### src/rtl/game_sequencer_if.sv
// Handshake and status bundle between the snake game sequencer
// and its board-clear engine, snake step engines, renderer and player.
interface game_sequencer_if;
    logic        start;
    logic        clear_req;
    logic        clear_done;
    logic        step1_req;
    logic        step1_done;
    logic        collide1;
    logic        step2_req;
    logic        step2_done;
    logic        collide2;
    logic        draw_en;
    logic [1:0]  stage;
    logic [1:0]  winner;
    logic [7:0]  score1;
    logic [7:0]  score2;
    logic [15:0] frame_count;

    modport master (
        input  start, clear_done,
        input  step1_done, collide1,
        input  step2_done, collide2,
        output clear_req, step1_req, step2_req,
        output draw_en, stage, winner,
        output score1, score2, frame_count
    );

    modport slave (
        output start, clear_done,
        output step1_done, collide1,
        output step2_done, collide2,
        input  clear_req, step1_req, step2_req,
        input  draw_en, stage, winner,
        input  score1, score2, frame_count
    );
endinterface

### src/rtl/game_sequencer.sv
// Two-player snake stage machine: clear, ready, frame tick, ordered steps, resolve.
// Define SNAKE_TWO_PLAYER_EN to step snake 2; otherwise only snake 1 plays.
module game_sequencer #(
    parameter int unsigned TICK_CYCLES = 1000000
) (
    input  logic             clock,
    input  logic             reset,
    game_sequencer_if.master bus
);

    typedef enum logic [2:0] {
        S_CLEAR,
        S_READY,
        S_WAIT,
        S_STEP1,
        S_STEP2,
        S_RESOLVE,
        S_OVER
    } state_t;

    localparam logic [23:0] TICK_LAST = 24'(TICK_CYCLES - 1);

    state_t      r_state;
    state_t      w_next;
    state_t      w_after1;
    logic        r_start_q;
    logic [23:0] r_tick;
    logic        r_c1;
    logic        r_c2;
    logic        r_clear_req;
    logic        r_step1_req;
    logic        r_draw_en;
    logic [1:0]  r_stage;
    logic [1:0]  r_winner;
    logic [7:0]  r_score1;
    logic [7:0]  r_score2;
    logic [15:0] r_frame;
    logic        w_start_rise;
    logic        w_tick_done;
    logic [1:0]  w_win;

    assign w_start_rise = bus.start & ~r_start_q;
    assign w_tick_done  = (r_tick == TICK_LAST);

`ifdef SNAKE_TWO_PLAYER_EN
    logic r_step2_req;
    assign w_after1      = S_STEP2;
    assign w_win         = {r_c1, r_c2};
    assign bus.step2_req = r_step2_req;
`else
    assign w_after1      = S_RESOLVE;
    assign w_win         = {r_c1, r_c1};
    assign bus.step2_req = 1'b0;
`endif

    assign bus.clear_req   = r_clear_req;
    assign bus.step1_req   = r_step1_req;
    assign bus.draw_en     = r_draw_en;
    assign bus.stage       = r_stage;
    assign bus.winner      = r_winner;
    assign bus.score1      = r_score1;
    assign bus.score2      = r_score2;
    assign bus.frame_count = r_frame;

    function automatic logic [1:0] stage_of(input state_t s);
        unique case (s)
            S_CLEAR: stage_of = 2'd0;
            S_READY: stage_of = 2'd1;
            S_OVER:  stage_of = 2'd3;
            default: stage_of = 2'd2;
        endcase
    endfunction

    // Next-state selection; inputs outside their matching state are ignored.
    always_comb begin
        w_next = r_state;
        unique case (r_state)
            S_CLEAR:   if (bus.clear_done) w_next = S_READY;
            S_READY:   if (w_start_rise) w_next = S_WAIT;
            S_WAIT:    if (w_tick_done) w_next = S_STEP1;
            S_STEP1:   if (bus.step1_done) w_next = w_after1;
            S_STEP2:   if (bus.step2_done) w_next = S_RESOLVE;
            S_RESOLVE: w_next = (r_c1 | r_c2) ? S_OVER : S_WAIT;
            S_OVER:    if (w_start_rise) w_next = S_CLEAR;
            default:   w_next = S_CLEAR;
        endcase
    end

    // State, tick counter, registered outputs, collision latches and scoring.
    always_ff @(posedge clock or posedge reset) begin
        if (reset) begin
            r_state     <= S_CLEAR;
            r_start_q   <= 1'b0;
            r_tick      <= '0;
            r_c1        <= 1'b0;
            r_c2        <= 1'b0;
            r_clear_req <= 1'b1;
            r_step1_req <= 1'b0;
            r_draw_en   <= 1'b0;
            r_stage     <= 2'd0;
            r_winner    <= 2'd0;
            r_score1    <= 8'd0;
            r_score2    <= 8'd0;
            r_frame     <= 16'd0;
`ifdef SNAKE_TWO_PLAYER_EN
            r_step2_req <= 1'b0;
`endif
        end else begin
            r_state     <= w_next;
            r_start_q   <= bus.start;
            r_tick      <= (r_state == S_WAIT && !w_tick_done) ? r_tick + 24'd1 : '0;
            // A request rises one cycle after entry and drops as soon as done is seen.
            r_clear_req <= (r_state == S_CLEAR) && (w_next == S_CLEAR);
            r_step1_req <= (r_state == S_STEP1) && (w_next == S_STEP1);
`ifdef SNAKE_TWO_PLAYER_EN
            r_step2_req <= (r_state == S_STEP2) && (w_next == S_STEP2);
            if (r_state == S_STEP2 && bus.step2_done)
                r_c2 <= bus.collide2;
`endif
            r_draw_en   <= (w_next == S_READY) || (w_next == S_WAIT) || (w_next == S_OVER);
            r_stage     <= stage_of(w_next);
            if (r_state == S_STEP1 && bus.step1_done) begin
                r_c1 <= bus.collide1;
                r_c2 <= 1'b0;
            end
            if (w_next == S_CLEAR && r_state != S_CLEAR) begin
                r_winner <= 2'd0;
                r_frame  <= 16'd0;
            end
            if (r_state == S_RESOLVE) begin
                if (!(r_c1 | r_c2)) begin
                    if (r_frame != 16'hFFFF) r_frame <= r_frame + 16'd1;
                end else begin
                    r_winner <= w_win;
`ifdef SNAKE_TWO_PLAYER_EN
                    if (r_c1 && !r_c2 && r_score2 != 8'hFF) r_score2 <= r_score2 + 8'd1;
                    if (r_c2 && !r_c1 && r_score1 != 8'hFF) r_score1 <= r_score1 + 8'd1;
`endif
                end
            end
        end
    end

endmodule

### src/flat_wrapper.sv
// flat-port wrapper written by rule: the top's interface ports become plain ports
module game_sequencer_flat 
#(
    parameter int unsigned TICK_CYCLES = 1000000
)
  (clock, reset, bus_start, bus_clear_done, bus_step1_done, bus_collide1, bus_step2_done, bus_collide2, bus_clear_req, bus_step1_req, bus_step2_req, bus_draw_en, bus_stage, bus_winner, bus_score1, bus_score2, bus_frame_count);
  game_sequencer_if bus_i ();
  input  logic clock;
  input  logic reset;
  input wire logic [$bits(bus_i.start)-1:0] bus_start;
  input wire logic [$bits(bus_i.clear_done)-1:0] bus_clear_done;
  input wire logic [$bits(bus_i.step1_done)-1:0] bus_step1_done;
  input wire logic [$bits(bus_i.collide1)-1:0] bus_collide1;
  input wire logic [$bits(bus_i.step2_done)-1:0] bus_step2_done;
  input wire logic [$bits(bus_i.collide2)-1:0] bus_collide2;
  output wire logic [$bits(bus_i.clear_req)-1:0] bus_clear_req;
  output wire logic [$bits(bus_i.step1_req)-1:0] bus_step1_req;
  output wire logic [$bits(bus_i.step2_req)-1:0] bus_step2_req;
  output wire logic [$bits(bus_i.draw_en)-1:0] bus_draw_en;
  output wire logic [$bits(bus_i.stage)-1:0] bus_stage;
  output wire logic [$bits(bus_i.winner)-1:0] bus_winner;
  output wire logic [$bits(bus_i.score1)-1:0] bus_score1;
  output wire logic [$bits(bus_i.score2)-1:0] bus_score2;
  output wire logic [$bits(bus_i.frame_count)-1:0] bus_frame_count;
  assign bus_i.start = bus_start;
  assign bus_i.clear_done = bus_clear_done;
  assign bus_i.step1_done = bus_step1_done;
  assign bus_i.collide1 = bus_collide1;
  assign bus_i.step2_done = bus_step2_done;
  assign bus_i.collide2 = bus_collide2;
  assign bus_clear_req = bus_i.clear_req;
  assign bus_step1_req = bus_i.step1_req;
  assign bus_step2_req = bus_i.step2_req;
  assign bus_draw_en = bus_i.draw_en;
  assign bus_stage = bus_i.stage;
  assign bus_winner = bus_i.winner;
  assign bus_score1 = bus_i.score1;
  assign bus_score2 = bus_i.score2;
  assign bus_frame_count = bus_i.frame_count;
  game_sequencer #(.TICK_CYCLES(TICK_CYCLES)) u_core (.clock(clock), .reset(reset), .bus(bus_i));
endmodule
### config.mk
export PLATFORM = sky130hd
export DESIGN_NAME = game_sequencer_flat
export DESIGN_NICKNAME = d
export VERILOG_FILES = /design/src/rtl/game_sequencer_if.sv /design/src/rtl/game_sequencer.sv /design/src/flat_wrapper.sv
export SDC_FILE = /design/constraint.sdc
export NUM_CORES = 1
export LEC_CHECK = 0
export CAP_MARGIN = 40
export CORE_ASPECT_RATIO = 0.7
export CORE_MARGIN = 5
export CORE_UTILIZATION = 55
export DETAILED_ROUTE_END_ITERATION = 10
export HOLD_SLACK_MARGIN = 0.05
export PLACE_DENSITY = 0.93
export SYNTH_ARGS = -nofsm -noshare
export SYNTH_HDL_FRONTEND = slang
export SYNTH_SLANG_ARGS = --single-unit
### constraint.sdc
create_clock -name clock -period 2.9 [get_ports clock]
set_input_delay 0.435 -clock clock [delete_from_list [all_inputs] [get_ports clock]]
set_output_delay 0.435 -clock clock [all_outputs]
set_load 0.01 [all_outputs]
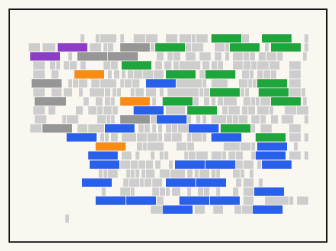
(images/registers.png)
Other sequential cells in the stronger grey, the rest of the logic in the fainter grey.
Blue marks u_core.r_tick, placed flops 24. Orange marks u_core.r_state, placed flops 3. Green marks u_core.bus.frame_count, placed flops 16. Purple marks u_core.bus.winner, placed flops 2.
Another 7 sequential cells are not coloured.

==> impl_metrics.tcl <==
# yosys + openroad results
set metrics [dict create \
    outcome "finished clean" \
    clk_pin_slew_worst_paths_ns 0.09 \
    p_leak_nw 1.39 \
    clockNetworkAreaShare 0.0295 \
    criticalPathCategory "flop to flop" \
    worst_hold_slack_ns 0.480 \
    layout_top_cells "sky130_fd_sc_hd__dfrtp_1 (51), sky130_fd_sc_hd__nor2_1 (36), sky130_fd_sc_hd__clkdlybuf4s50_1 (29)" \
    hold_buf_count_cts 0 \
    p_int_w 0.00137 \
    buffers 32 \
    cp_num_buf_inv 0 \
    final_critical_path_setup_slack_ns 0.591 \
    die_area_sq_um 6650 \
    placed_cells 383 \
    post_synth_ao_oa_area_fraction 0.120 \
    crit_path_top_delay_cell "sky130_fd_sc_hd__dfrtp_1" \
    critical_path.reg2reg.startpoint "u_core.r_state[0]$_DFF_PP0_" \
    final_layout_size_suffix_gt1_frac 0.0683 \
    slew_headroom 0.464 \
    routed-wl-met2_mm 2.57 \
    final-comb-area_sq_um 1350 \
    dp.final_hpwl_mm 4.07 \
    post_layout_instance_area_sq_um 3180 \
    cp-end-kind "flop" \
    final-seq-area_sq_um 1300 \
    first_global_vias 2091 \
    placed_cell_area_sq_um 3090 \
    max_freq_mhz 433 \
    layout_top_cell_excl_fill_tap "sky130_fd_sc_hd__dfrtp_1" \
    non_clock_inverter_count 6 \
    worst_path_largest_cell_delay_ns 0.69 \
    totalWireLength_mm 5.74 \
    power.largest_group "registers" \
    fp-utilization 0.577 \
    layout.nonclk_buf_frac 0.102 \
    top_signal_layer_used "met4" \
    ys_chip_area_sq_um 2810 \
    yosys_register_bits 52 \
    cp-startpoint "u_core.r_state[0]$_DFF_PP0_" \
    share_comb_of_total_power 0.311 \
    wirelength_met1_mm 2.69 \
    io_buffers 29 \
    yosys-stat-cells 292 \
    comb_area_share 0.424 \
    layout.cells.largest_class "logic gates" \
    yosys.area.top_type "sky130_fd_sc_hd__dfrtp_1" \
    number_of_distinct_library_cells_after_synthesis 49 \
    critical_path_peak_fanout 17 \
    hold_violations 0 \
    netlist.top_cell.by_instances "sky130_fd_sc_hd__dfrtp_1" \
    ff2ff_path_depth 5 \
    power_sequential_w 0.00105 \
    max_rail_drop_vdd_v 0.000438 \
    netSwitchingFraction 0.364 \
    power_per_cell_area_nw_per_um2 678 \
    synth-edff-count 0 \
    tritoncts_clock_tree "yes" \
    synthMuxAreaShare 0.0152 \
    tns_ns 0 \
    htree_levels 2 \
    post-layout-total-power_w 0.00215 \
    seq_cell_count 52 \
    ys_seq_share 0.464 \
    async_flop_share 1.00 \
    dr.pass1.iters 4 \
    die_width_um 95.4 \
    largest_register_ffs 24 \
    critPathLaunchType "flop" \
    grt_pass1_wl_mm 9.83 \
    post_synthesis_cell_count 292 \
    post-route-period-util 0.796 \
    cts_post_setup_buffers_inserted 0 \
    final_std_cells_w_o_fill 391 \
    place_ws_ns 0.617 \
    skew_ns 0.0149 \
    cts_buffer_depth 2 \
    comb_cell_power_w 0.000671 \
    grt_util_met1 0.271 \
    worst_setup_path_endpoint "u_core.bus.frame_count[14]$_DFF_PP0_" \
    detailroute.wirelength.met3_um 402 \
    route.detailed.drc 0 \
    die_height_um 69.8 \
    clock_buffer_count 7 \
    overflow 0 \
    worstPathCellList "nand2_2 > or3_1 > a31oi_4 > nor2_1 > a211o_1" \
    groute.layer.met3.usage 0.0445 \
    synthAdderAreaFrac 0.00892 \
    post_synth_main_area_contributors "sky130_fd_sc_hd__dfrtp_1 (45%), sky130_fd_sc_hd__buf_4 (5.6%), sky130_fd_sc_hd__xor2_1 (5.3%)" \
]
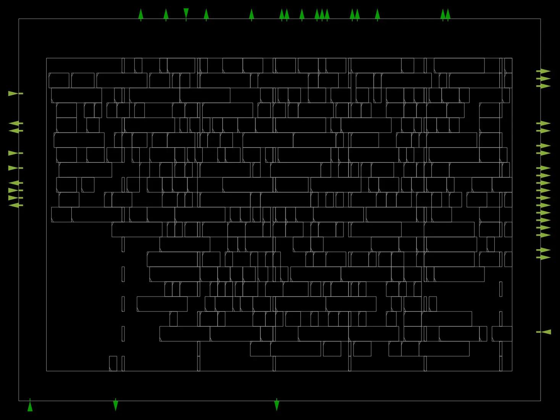
(images/final_placement.png)
final core utilization: 0.654
Site Rows: 21
Core Area: 4860 sq um
well-tap cell count: 69
Seq/total area: 0.410

